--- src/rtl/muldiv_unit.sv ---
// Iterative RV32M multiply/divide unit: radix-2 shift-add multiply and restoring divide
// on operand magnitudes, with the sign correction and result selection applied in FIX.
module muldiv_unit #(
  parameter int XLEN     = 32,
  parameter bit FAST_MUL = 1'b0
) (
  input  logic            clk,
  input  logic            reset,
  input  logic            start_i,
  input  logic            flush_i,
  input  logic [2:0]      funct3_i,
  input  logic [XLEN-1:0] op_a_i,
  input  logic [XLEN-1:0] op_b_i,
  output logic            busy_o,
  output logic            done_o,
  output logic [XLEN-1:0] result_o
);

  localparam int CW = $clog2(XLEN + 1);

  typedef enum logic [1:0] {IDLE, CALC, FIX, DONE} state_t;

  state_t            state, state_nxt;
  logic [CW-1:0]     count;
  logic [2*XLEN:0]   acc;
  logic [XLEN-1:0]   opm;
  logic [2:0]        f3;
  logic              a_neg, b_neg, b_zero;

  logic              ready, accept, fast_op, a_sgn, b_sgn;
  logic [XLEN-1:0]   a_mag, b_mag;
  logic [2*XLEN-1:0] fast_prod, prod;
  logic [XLEN:0]     mul_sum, div_sh, div_diff;
  logic [2*XLEN:0]   step;
  logic [XLEN-1:0]   quo, rem, fix_res;

  assign ready   = (state == IDLE) || (state == DONE);
  assign accept  = ready && start_i && !flush_i;
  assign fast_op = FAST_MUL && !funct3_i[2];
  assign busy_o  = (state == CALC) || (state == FIX);
  assign done_o  = (state == DONE);

  always_comb begin
    a_sgn = funct3_i inside {3'b001, 3'b010, 3'b100, 3'b110};
    b_sgn = funct3_i inside {3'b001, 3'b100, 3'b110};
    a_mag = (a_sgn && op_a_i[XLEN-1]) ? -op_a_i : op_a_i;
    b_mag = (b_sgn && op_b_i[XLEN-1]) ? -op_b_i : op_b_i;
    fast_prod = '0;
    if (FAST_MUL) fast_prod = {{XLEN{1'b0}}, a_mag} * {{XLEN{1'b0}}, b_mag};
  end

  // acc holds {hi, lo}: product/multiplier for MUL*, remainder/dividend-quotient for DIV*.
  always_comb begin
    mul_sum  = acc[2*XLEN:XLEN] + (acc[0] ? {1'b0, opm} : '0);
    div_sh   = acc[2*XLEN-1:XLEN-1];
    div_diff = div_sh - {1'b0, opm};
    if (!f3[2])             step = {1'b0, mul_sum, acc[XLEN-1:1]};
    else if (div_diff[XLEN]) step = {div_sh, acc[XLEN-2:0], 1'b0};
    else                     step = {div_diff, acc[XLEN-2:0], 1'b1};
  end

  always_comb begin
    prod = acc[2*XLEN-1:0];
    if (a_neg ^ b_neg) prod = -prod;
    quo = acc[XLEN-1:0];
    rem = acc[2*XLEN-1:XLEN];
    case (f3)
      3'b000:                 fix_res = prod[XLEN-1:0];
      3'b001, 3'b010, 3'b011: fix_res = prod[2*XLEN-1:XLEN];
      3'b100, 3'b101:         fix_res = b_zero ? '1 : ((a_neg ^ b_neg) ? -quo : quo);
      default:                fix_res = a_neg ? -rem : rem;
    endcase
  end

  always_ff @(posedge clk) begin
    if (!reset) state <= IDLE;
    else        state <= state_nxt;
  end

  always_comb begin
    state_nxt = state;
    case (state)
      IDLE, DONE: state_nxt = accept ? (fast_op ? FIX : CALC) : IDLE;
      CALC:       if (count == CW'(1)) state_nxt = FIX;
      FIX:        state_nxt = DONE;
      default:    state_nxt = IDLE;
    endcase
    if (flush_i) state_nxt = IDLE;
  end

  always_ff @(posedge clk) begin
    if (!reset) begin
      count    <= '0;
      acc      <= '0;
      opm      <= '0;
      f3       <= '0;
      a_neg    <= 1'b0;
      b_neg    <= 1'b0;
      b_zero   <= 1'b0;
      result_o <= '0;
    end else begin
      if (accept) begin
        f3     <= funct3_i;
        a_neg  <= a_sgn && op_a_i[XLEN-1];
        b_neg  <= b_sgn && op_b_i[XLEN-1];
        b_zero <= (op_b_i == '0);
        count  <= CW'(XLEN);
        if (fast_op) begin
          acc <= {1'b0, fast_prod};
          opm <= '0;
        end else if (funct3_i[2]) begin
          acc <= {{(XLEN+1){1'b0}}, a_mag};
          opm <= b_mag;
        end else begin
          acc <= {{(XLEN+1){1'b0}}, b_mag};
          opm <= a_mag;
        end
      end else if (state == CALC && !flush_i) begin
        acc   <= step;
        count <= count - 1'b1;
      end
      if (state == FIX && !flush_i) result_o <= fix_res;
    end
  end

endmodule
--- config.mk ---
export PLATFORM = sky130hd
export DESIGN_NAME = muldiv_unit
export DESIGN_NICKNAME = d
export VERILOG_FILES = /design/src/rtl/muldiv_unit.sv
export SDC_FILE = /design/constraint.sdc
export NUM_CORES = 1
export LEC_CHECK = 0
export CAP_MARGIN = 10
export CORE_UTILIZATION = 40
export CTS_CLUSTER_SIZE = 12
export DETAILED_ROUTE_END_ITERATION = 6
export PLACE_DENSITY = 0.54
export SKIP_CTS_REPAIR_TIMING = 1
export SKIP_LAST_GASP = 1
export SLEW_MARGIN = 20
export SYNTH_ARGS = -nofsm -noshare
export SYNTH_HDL_FRONTEND = slang
export SYNTH_SLANG_ARGS = --single-unit
--- constraint.sdc ---
create_clock -name clk -period 4.69 [get_ports clk]
set_input_delay 0.469 -clock clk [delete_from_list [all_inputs] [get_ports clk]]
set_output_delay 0.469 -clock clk [all_outputs]
set_load 0.01 [all_outputs]
==> run notes, run 1 <==
run metrics: outcome complete, no violations, Max Slew Vio Count 0, Largest cells by area dfxtp_1 (20%), xor2_1 (6.7%), ha_1 (6.5%), mux share 4.11%, Net Count, Synth 2,148, area share, top type 20.1%, post-DR vias/cell 6.09, Lkg Pwr 6.36 nW, DIE HEIGHT 191 um, Synth cell types 77, syn avg cell area 7.11 um^2, via count 15,200, Seq share, synth 20.1%, Critical Path AT 4720 ps, IR drop worst, VDD 0.305 mV, Commonest flop dfxtp_1, crit path kind reg2reg, first-pass GRT wire length 85,200 um, yosys cell count 2,001, Critical Path Fanout Max 19, Chip Area 36,300 um^2, Mapped Area 14,200 um^2, Placed Instances 2,473, Syn Inst Count 2,001, top cells by count nand2_1 (222), nor2_1 (222), a21oi_1 (180), dfxtp_1 (143), o21ai_0 (137), Worst Path Required 5020 ps, XOR/XNOR Fraction of Synth Area 11.9%, maximum clock rate 228 MHz, Worst slew margin 19.5%, Tool Warnings 29, clk slew on worst S/H paths 70 ps, min Tclk post-route 4380 ps, CTS tree done, adder share 6.79%, maximum capacitance violations 0, vias in the first global route 14,100, final setup fails 0, largest net degree at the start of global routing 61, Routability Congestion 0.976, Starting Density 40.9%, cycle use final 93.5%, GR Overflow Total 0, Dominant comb cell AND-OR/OR-AND gates, Worst Tran Pin Value 1200 ps
## run 1: registers in the layout, summed over array words and instances (netlist names)
name,cells
state,2
count,6
result_o,32
b_zero,1
b_neg,1
f3,3
opm,32
acc,65
a_neg,1
## run 1: per-stage QoR
step,setup WS [ps],total power [mW],utilization [%],hold slack [ps],cell area [um^2]
floorplan,739,2.03,-,432,14200
finish,307,3.89,47.0,441,16400
global placement,381,2.42,45.2,429,15700
global route,-26.5,4.05,47.0,457,16400
detailed placement,271,2.42,45.2,437,15700
CTS,241,3.89,47.0,444,16300
## run 1: critical path: stages, from the launching register on
cell and delay [ps]:
dfxtp_1 330, inv_1 50, ha_1 220, fa_1 380, nand2b_1 210, a211oi_1 330, o21ai_0 250, o31ai_1 350
a31oi_1 210, o21ai_0 350, a21oi_1 120, o21ai_0 310, ha_4 320, buf_4 270, o32ai_1 120, a31oi_1 160
nand3b_1 90, a22o_1 190
## run 1: logic make-up (layout without fill, tap and decap cells)
kind of cell | Yosys count | after routing
AND/OR/NAND/NOR | 683 | 683
AND-OR/OR-AND | 636 | 636
buffers and inverters | 211 | 258
XOR/XNOR | 194 | 194
flip-flops | 143 | 143
adder cells (fa/ha/maj) | 76 | 76
multiplexers | 58 | 58
## run 1: per-layer routing
layer / vias to the layer above / GRT usage, % / routed length [um] / part of all wire [%]
met5: - / 0 / 0 / 0
met4: 0 / 13.7 / 2180 / 3.9
met3: 94 / 4.45 / 3900 / 6.9
met2: 642 / 46.7 / 23900 / 43
met1: 7189 / 43.6 / 26200 / 47
li1: 7313 / - / - / -
## run 1: where the power goes
group	leakage (nW)	switching, mW	internal (mW)
combinational	4.91	0.691	0.396
sequential	1.16	0.0713	1.26
clock	0.286	0.607	0.866
total	6.36	1.37	2.52
## run 1: final timing paths
| path | slack, ps | depth (start not counted) | to | startpoint |
|---|---|---|---|---|
| max | 310 | 17 | acc[53]$_SDFFE_PN0P_ | acc[31]$_SDFFE_PN0P_ |
| min | 440 | 2 | result_o[20]$_SDFFE_PN0P_ | result_o[20]$_SDFFE_PN0P_ |
| max reg2reg | 310 | 17 | acc[53]$_SDFFE_PN0P_ | acc[31]$_SDFFE_PN0P_ |
| min reg2reg | 440 | 2 | result_o[20]$_SDFFE_PN0P_ | result_o[20]$_SDFFE_PN0P_ |
## run 1: layout make-up
class,count,area [um^2],area share (%)
sequential,143,2870,17.5
multi-input combinational,1647,10600,64.8
inverter,69,259,1.58
timing repair buffer,159,1450,8.86
clock buffer,18,450,2.75
tap,455,569,3.48
clock inverter,12,160,0.979
### I/O nets highlighted, run 1

The bar under the picture is 50 um long.
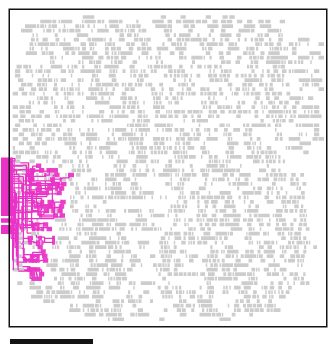
| port | color | direction | end cells | buffers | wire |
|---|---|---|---|---|---|
| op_a_i | magenta | input | 71 | 32 | 1,480 um |
# IOs: 105
input/output buffers: 104

### Metal layers overlaid, run 1

Only two layers are drawn.
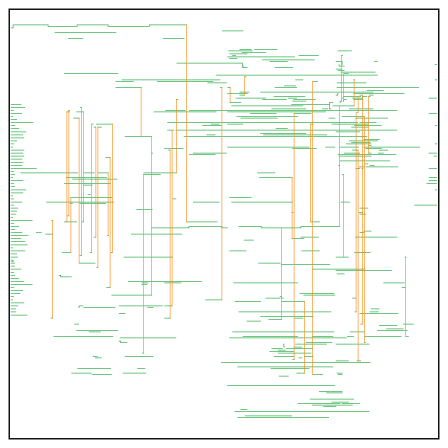
| layer | color | wire length |
|---|---|---|
| M4 | orange | 2,180 um |
| M3 | green | 3,900 um |
total track usage: 31.0%
WL final: 56,200 um
wire length per cell: 22.4 um

### Cell outlines without signal wires, run 1

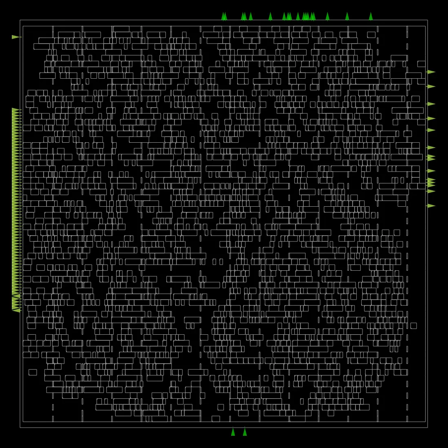
filler instances: 3,537
Layout Cells excl Fill: 2,503
core area: 34,800 um^2
Final Core Density: 47.0%

--- run 2 (diff from run 1) ---
GPL_TIMING_DRIVEN = 1   (was default)
### I/O nets highlighted, run 2

The bar under the picture is 50 um long.
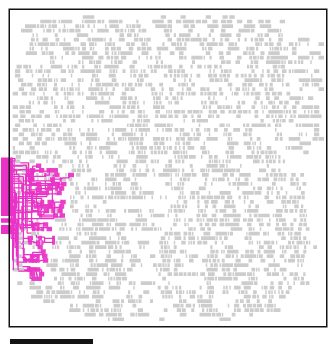
| port | color | direction | end cells | buffers | wire |
|---|---|---|---|---|---|
| op_a_i | magenta | input | 71 | 32 | 1,480 um |

==> run 2 against run 1 <==
Effect of this change: worst setup slack unchanged; core utilization unchanged; global-route usage unchanged; largest power group unchanged; total power unchanged; critical path type unchanged; count of clock-buffer cells in the layout unchanged; sequential power about the same; highest routed layer unchanged; clock skew unchanged; sequential share of layout area unchanged; critical endpoint unchanged.
==> run notes, run 2 <==
run metrics: CTS sink cnt 143 (unchanged), crit path kind reg2reg (unchanged), Mapped Area 14,200 um^2 (unchanged), cycle use final 93.5% (unchanged), first-pass GRT wire length 85,200 um (unchanged), Largest cells by area dfxtp_1 (20%), xor2_1 (6.7%), ha_1 (6.5%) (unchanged), Pwr Total 3.89 mW (unchanged), final hold vios 0 (unchanged), FFs w/ async S/R, synth 0% (unchanged), DRC viols 0 (unchanged), Area Overhead vs Synth 15.0% (unchanged), Cell Rows 68 (unchanged), XOR/XNOR Fraction of Synth Area 11.9% (unchanged), CTS tree done (unchanged), Max Slew Vio Count 0 (unchanged), Critical Path Fanout Max 19 (unchanged), outcome complete, no violations (unchanged), top cells by count nand2_1 (222), nor2_1 (222), a21oi_1 (180), dfxtp_1 (143), o21ai_0 (137) (unchanged), hold path start result_o[20]$_SDFFE_PN0P_ (unchanged), CP Launch Point acc[31]$_SDFFE_PN0P_ (unchanged), Net Count, Synth 2,148 (unchanged), yosys cell count 2,001 (unchanged), clk_skew 14.2 ps (unchanged), # IOs 105 (unchanged), diode count 0 (unchanged), Synth area leader dfxtp_1 (unchanged), GR Overflow Total 0 (unchanged), Post-DRT Antenna Nets 0 (unchanged), Biggest register acc (unchanged), Comb area 10,600 um^2 (unchanged), Worst Hold Class reg2reg (unchanged), maximum capacitance violations 0 (unchanged), Seq share, synth 20.1% (unchanged), DRT iter0 DRCs 1,453 (unchanged), Largest register FFs 65 (unchanged), Chip Area 36,300 um^2 (unchanged), total track usage 31.0% (unchanged), area share, top type 20.1% (unchanged), syn avg cell area 7.11 um^2 (unchanged), simple-gate portion of the synthesized area 22.6% (unchanged), DIE HEIGHT 191 um (unchanged), Starting Density 40.9% (unchanged), Final Core Density 47.0% (unchanged), Worst slew margin 19.5% (unchanged), H-tree Lvls 4 (unchanged), EDFF count, synth 0 (unchanged), Critical Path AT 4720 ps (about the same), Syn Inst Count 2,001 (unchanged), min Tclk post-route 4380 ps (unchanged), via count 15,200 (unchanged), aoi share 28.8% (unchanged), Worst Tran Pin Value 1200 ps (unchanged), Setup crit end kind flip-flop (unchanged), clk slew on worst S/H paths 70 ps (about the same), setup slack, reg-to-reg 310 ps (about the same), Root Buffer clkbuf_16 (unchanged), WL final 56,200 um (unchanged), Lkg Pwr 6.36 nW (unchanged), P per Cell Area 238 nW/um^2 (unchanged), Layout Nets 2,184 (unchanged), IR drop worst, VDD 0.305 mV (unchanged), maximum clock rate 228 MHz (unchanged), RR Startpoint acc[31]$_SDFFE_PN0P_ (unchanged), filler instances 3,537 (unchanged), core area 34,800 um^2 (unchanged), input/output buffers 104 (unchanged), largest net degree at the start of global routing 61 (unchanged), Top Layout Cells nand2_1 (222), nor2_1 (220), a21oi_1 (180) (unchanged), adder share 6.79% (unchanged), vias in the first global route 14,100 (unchanged), wire length per cell 22.4 um (unchanged), Routability Congestion 0.976 (unchanged), total CTS buffers 17 (unchanged), mux share 4.11% (unchanged), Die Wd 191 um (unchanged), final setup fails 0 (unchanged), Synth cell types 77 (unchanged), Tool Warnings 29 (unchanged), HPWL after detailed placement 44,100 um (unchanged), CTS Buffer Depth 2 (unchanged), Pre-Repair DR Iteration Count 7 (unchanged), initial antenna violation count 0 (unchanged), Dominant comb cell AND-OR/OR-AND gates (unchanged), Top cell excl fill/tap nand2_1 (unchanged), layout cells sized above 1 6.40% (unchanged), post-DR vias/cell 6.09 (unchanged), Largest regs acc (65), opm (32), result_o (32) (unchanged), sequential standard cell area 2870 um^2 (unchanged), Commonest flop dfxtp_1 (unchanged), Worst Path Required 5020 ps (about the same)
run 2: cells by family (layout without fill, tap and decap cells):
| group | after synthesis | after routing |
|---|---|---|
| flops | 143 | 143 |
| buf+inv | 211 | 258 |
| mux | 58 | 58 |
| fa+ha+maj | 76 | 76 |
| simple gates | 683 | 683 |
| compound gates | 636 | 636 |
| xor+xnor | 194 | 194 |
run 2: metrics by stage:
step | instances | setup TNS, ps | hold WS [ps] | setup WS [ps] | cell area [um^2]
floorplan | 2001 | 0 | 432 | 739 | 14200
global placement | 2473 | 0 | 429 | 381 | 15700
detailed placement | 2473 | 0 | 437 | 271 | 15700
CTS | 2503 | 0 | 444 | 241 | 16300
global route | 2503 | -60.7 | 457 | -26.5 | 16400
finish | 2503 | 0 | 441 | 307 | 16400
run 2: layout make-up:
class | instances | share of cell area (%)
Clock inverter | 12 | 0.979
Multi-Input combinational cell | 1647 | 64.8
Timing Repair Buffer | 159 | 8.86
Clock buffer | 18 | 2.75
Inverter | 69 | 1.58
Sequential cell | 143 | 17.5
Tap cell | 455 | 3.48
run 2: where the power goes:
part           internal, mW  switching, mW  leakage, nW
registers              1.26         0.0713         1.16
logic                 0.396          0.691         4.91
clock network         0.866          0.607        0.286
run 2: critical path: stages (launching register included):
cell	delay, ps
dfxtp_1	330
inv_1	50
ha_1	220
fa_1	380
nand2b_1	210
a211oi_1	330
o21ai_0	250
o31ai_1	350
a31oi_1	210
o21ai_0	350
a21oi_1	120
o21ai_0	310
ha_4	320
buf_4	270
o32ai_1	120
a31oi_1	160
nand3b_1	90
a22o_1	190
run 2: metal layers:
metal	global-route usage, %	vias to the layer above	wire length [um]
li1	-	7313	-
met1	43.6	7189	26200
met2	46.7	642	23900
met3	4.45	94	3900
met4	13.7	0	2180
met5	0	-	0
run 2: final timing paths:
check,cells after the start,end
hold / removal,2,result_o[20]$_SDFFE_PN0P_
setup reg to reg,17,acc[53]$_SDFFE_PN0P_
setup / recovery,17,acc[53]$_SDFFE_PN0P_
hold reg to reg,2,result_o[20]$_SDFFE_PN0P_
--- run 3 (diff from run 2) ---
SLEW_MARGIN = default   (was 20)
### I/O nets highlighted, run 3

The bar under the picture is 50 um long.
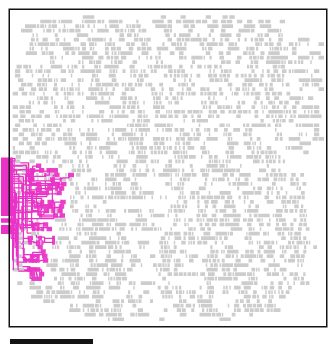
| port | color | direction | end cells | buffers | wire |
|---|---|---|---|---|---|
| op_a_i | magenta | input | 71 | 32 | 1,480 um |

==> run 3 against run 2 <==
Effect of this change: die area stayed put; first-iteration DRC count stayed put; critical endpoint unchanged; register-to-register slack hardly changed; count of clock-buffer cells in the layout stayed put; core utilization stayed put; routed wire length stayed put; flip-flop count stayed put.
==> run notes, run 3 <==
run metrics: outcome complete, no violations (unchanged), first-pass GRT wire length 85,200 um (unchanged), Chip Area 36,300 um^2 (unchanged), IR drop worst, VDD 0.305 mV (unchanged), diode count 0 (unchanged), crit path cell chain inv_1 > ha_1 > fa_1 > nand2b_1 > a211oi_1 > o21ai_0 > o31ai_1 > a31oi_1 > o21ai_0 > a21oi_1 > o21ai_0 > ha_4 > buf_4 > o32ai_1 > a31oi_1 > nand3b_1 > a22o_1 (unchanged), Tool Warnings 29 (unchanged), Seq share, synth 20.1% (unchanged), Setup crit end kind flip-flop (unchanged), Syn Inst Count 2,001 (unchanged), Layout Nets 2,184 (unchanged), EDFF count, synth 0 (unchanged), DRT iter0 DRCs 1,453 (unchanged), CP Launch Point acc[31]$_SDFFE_PN0P_ (unchanged), Mapped Area 14,200 um^2 (unchanged), Commonest flop dfxtp_1 (unchanged), CTS sink cnt 143 (unchanged), DIE HEIGHT 191 um (unchanged), Area Overhead vs Synth 15.0% (unchanged), Max Slew Vio Count 0 (unchanged), syn avg cell area 7.11 um^2 (unchanged), Critical Path Fanout Max 19 (unchanged), final setup fails 0 (unchanged), worst reg2reg path depth 17 (unchanged), Synth cell types 77 (unchanged), Worst Hold Class reg2reg (unchanged), Root Buffer clkbuf_16 (unchanged), Worst Path Required 5020 ps (about the same), min Tclk post-route 4380 ps (unchanged), Pre-Repair DR Iteration Count 7 (unchanged), hold-critical path depth 2 (unchanged), post-DR vias/cell 6.09 (unchanged), # IOs 105 (unchanged), HPWL after detailed placement 44,100 um (unchanged), Post-DP Area 15,700 um^2 (unchanged), Post-DRT Antenna Nets 0 (unchanged), crit path max-delay cell type fa_1 (unchanged), worst hold endpoint result_o[20]$_SDFFE_PN0P_ (unchanged), area share, top type 20.1% (unchanged), P per Cell Area 238 nW/um^2 (unchanged), total CTS buffers 17 (unchanged), hold path start result_o[20]$_SDFFE_PN0P_ (unchanged), Largest cells by area dfxtp_1 (20%), xor2_1 (6.7%), ha_1 (6.5%) (unchanged)
-- run 3: worst max path at each step --
stage                            to  slack (ps)
3_5_place_dp   acc[53]$_SDFFE_PN0P_         270
6_report       acc[53]$_SDFFE_PN0P_         310
2_1_floorplan  acc[33]$_SDFFE_PN0P_         740
5_1_grt        acc[39]$_SDFFE_PN0P_         -30
3_3_place_gp   acc[63]$_SDFFE_PN0P_         380
4_1_cts        acc[53]$_SDFFE_PN0P_         240
-- run 3: final cells by class --
type / instances / area [um^2] / area share [%]
repair buffers: 159 / 1450 / 8.86
inverters: 69 / 259 / 1.58
well taps: 455 / 569 / 3.48
flip-flops and latches: 143 / 2870 / 17.5
clock buffers: 18 / 450 / 2.75
multi-input cells: 1647 / 10600 / 64.8
clock inverters: 12 / 160 / 0.979
-- run 3: cell families after synthesis --
kind of cell               count (synthesis)  share of synthesized area [%]
buffers and inverters                    211                           5.69
AOI/OAI and AO/OA                        636                           28.8
and+or+nand+nor                          683                           22.6
muxes                                     58                           4.11
DFF                                      143                           20.1
adders and majority gates                 76                           6.79
xor gates and xnor gates                 194                           11.9
-- run 3: power breakdown --
group | internal, mW | total, mW | switching (mW) | leakage [nW]
registers | 1.26 | 1.33 | 0.0713 | 1.16
logic | 0.396 | 1.09 | 0.691 | 4.91
clock network | 0.866 | 1.47 | 0.607 | 0.286
total | 2.52 | 3.89 | 1.37 | 6.36
-- run 3: layer usage --
| layer | up-vias | global-route usage, % | routed length (um) |
|---|---|---|---|
| met5 | - | 0 | 0 |
| met4 | 0 | 13.7 | 2180 |
| met3 | 94 | 4.45 | 3900 |
| met2 | 642 | 46.7 | 23900 |
| met1 | 7189 | 43.6 | 26200 |
| li1 | 7313 | - | - |
-- run 3: metrics by stage --
step	std cells	power (mW)	setup WS, ps	setup TNS, ps	util [%]
2_1_floorplan	2001	2.03	739	0	-
3_3_place_gp	2473	2.42	381	0	45.2
3_5_place_dp	2473	2.42	271	0	45.2
4_1_cts	2503	3.89	241	0	47.0
5_1_grt	2503	4.05	-26.5	-60.7	47.0
6_report	2503	3.89	307	0	47.0
-- run 3: worst max-delay path, delay by kind of cell, from the launching register on --
kind,cells,cell delay (ps)
adders and majority gates,3,920
and+or+nand+nor,2,300
DFF,1,330
buffers and inverters,2,320
AOI/OAI and AO/OA,10,2390
Power and IR drop assume default switching activity.
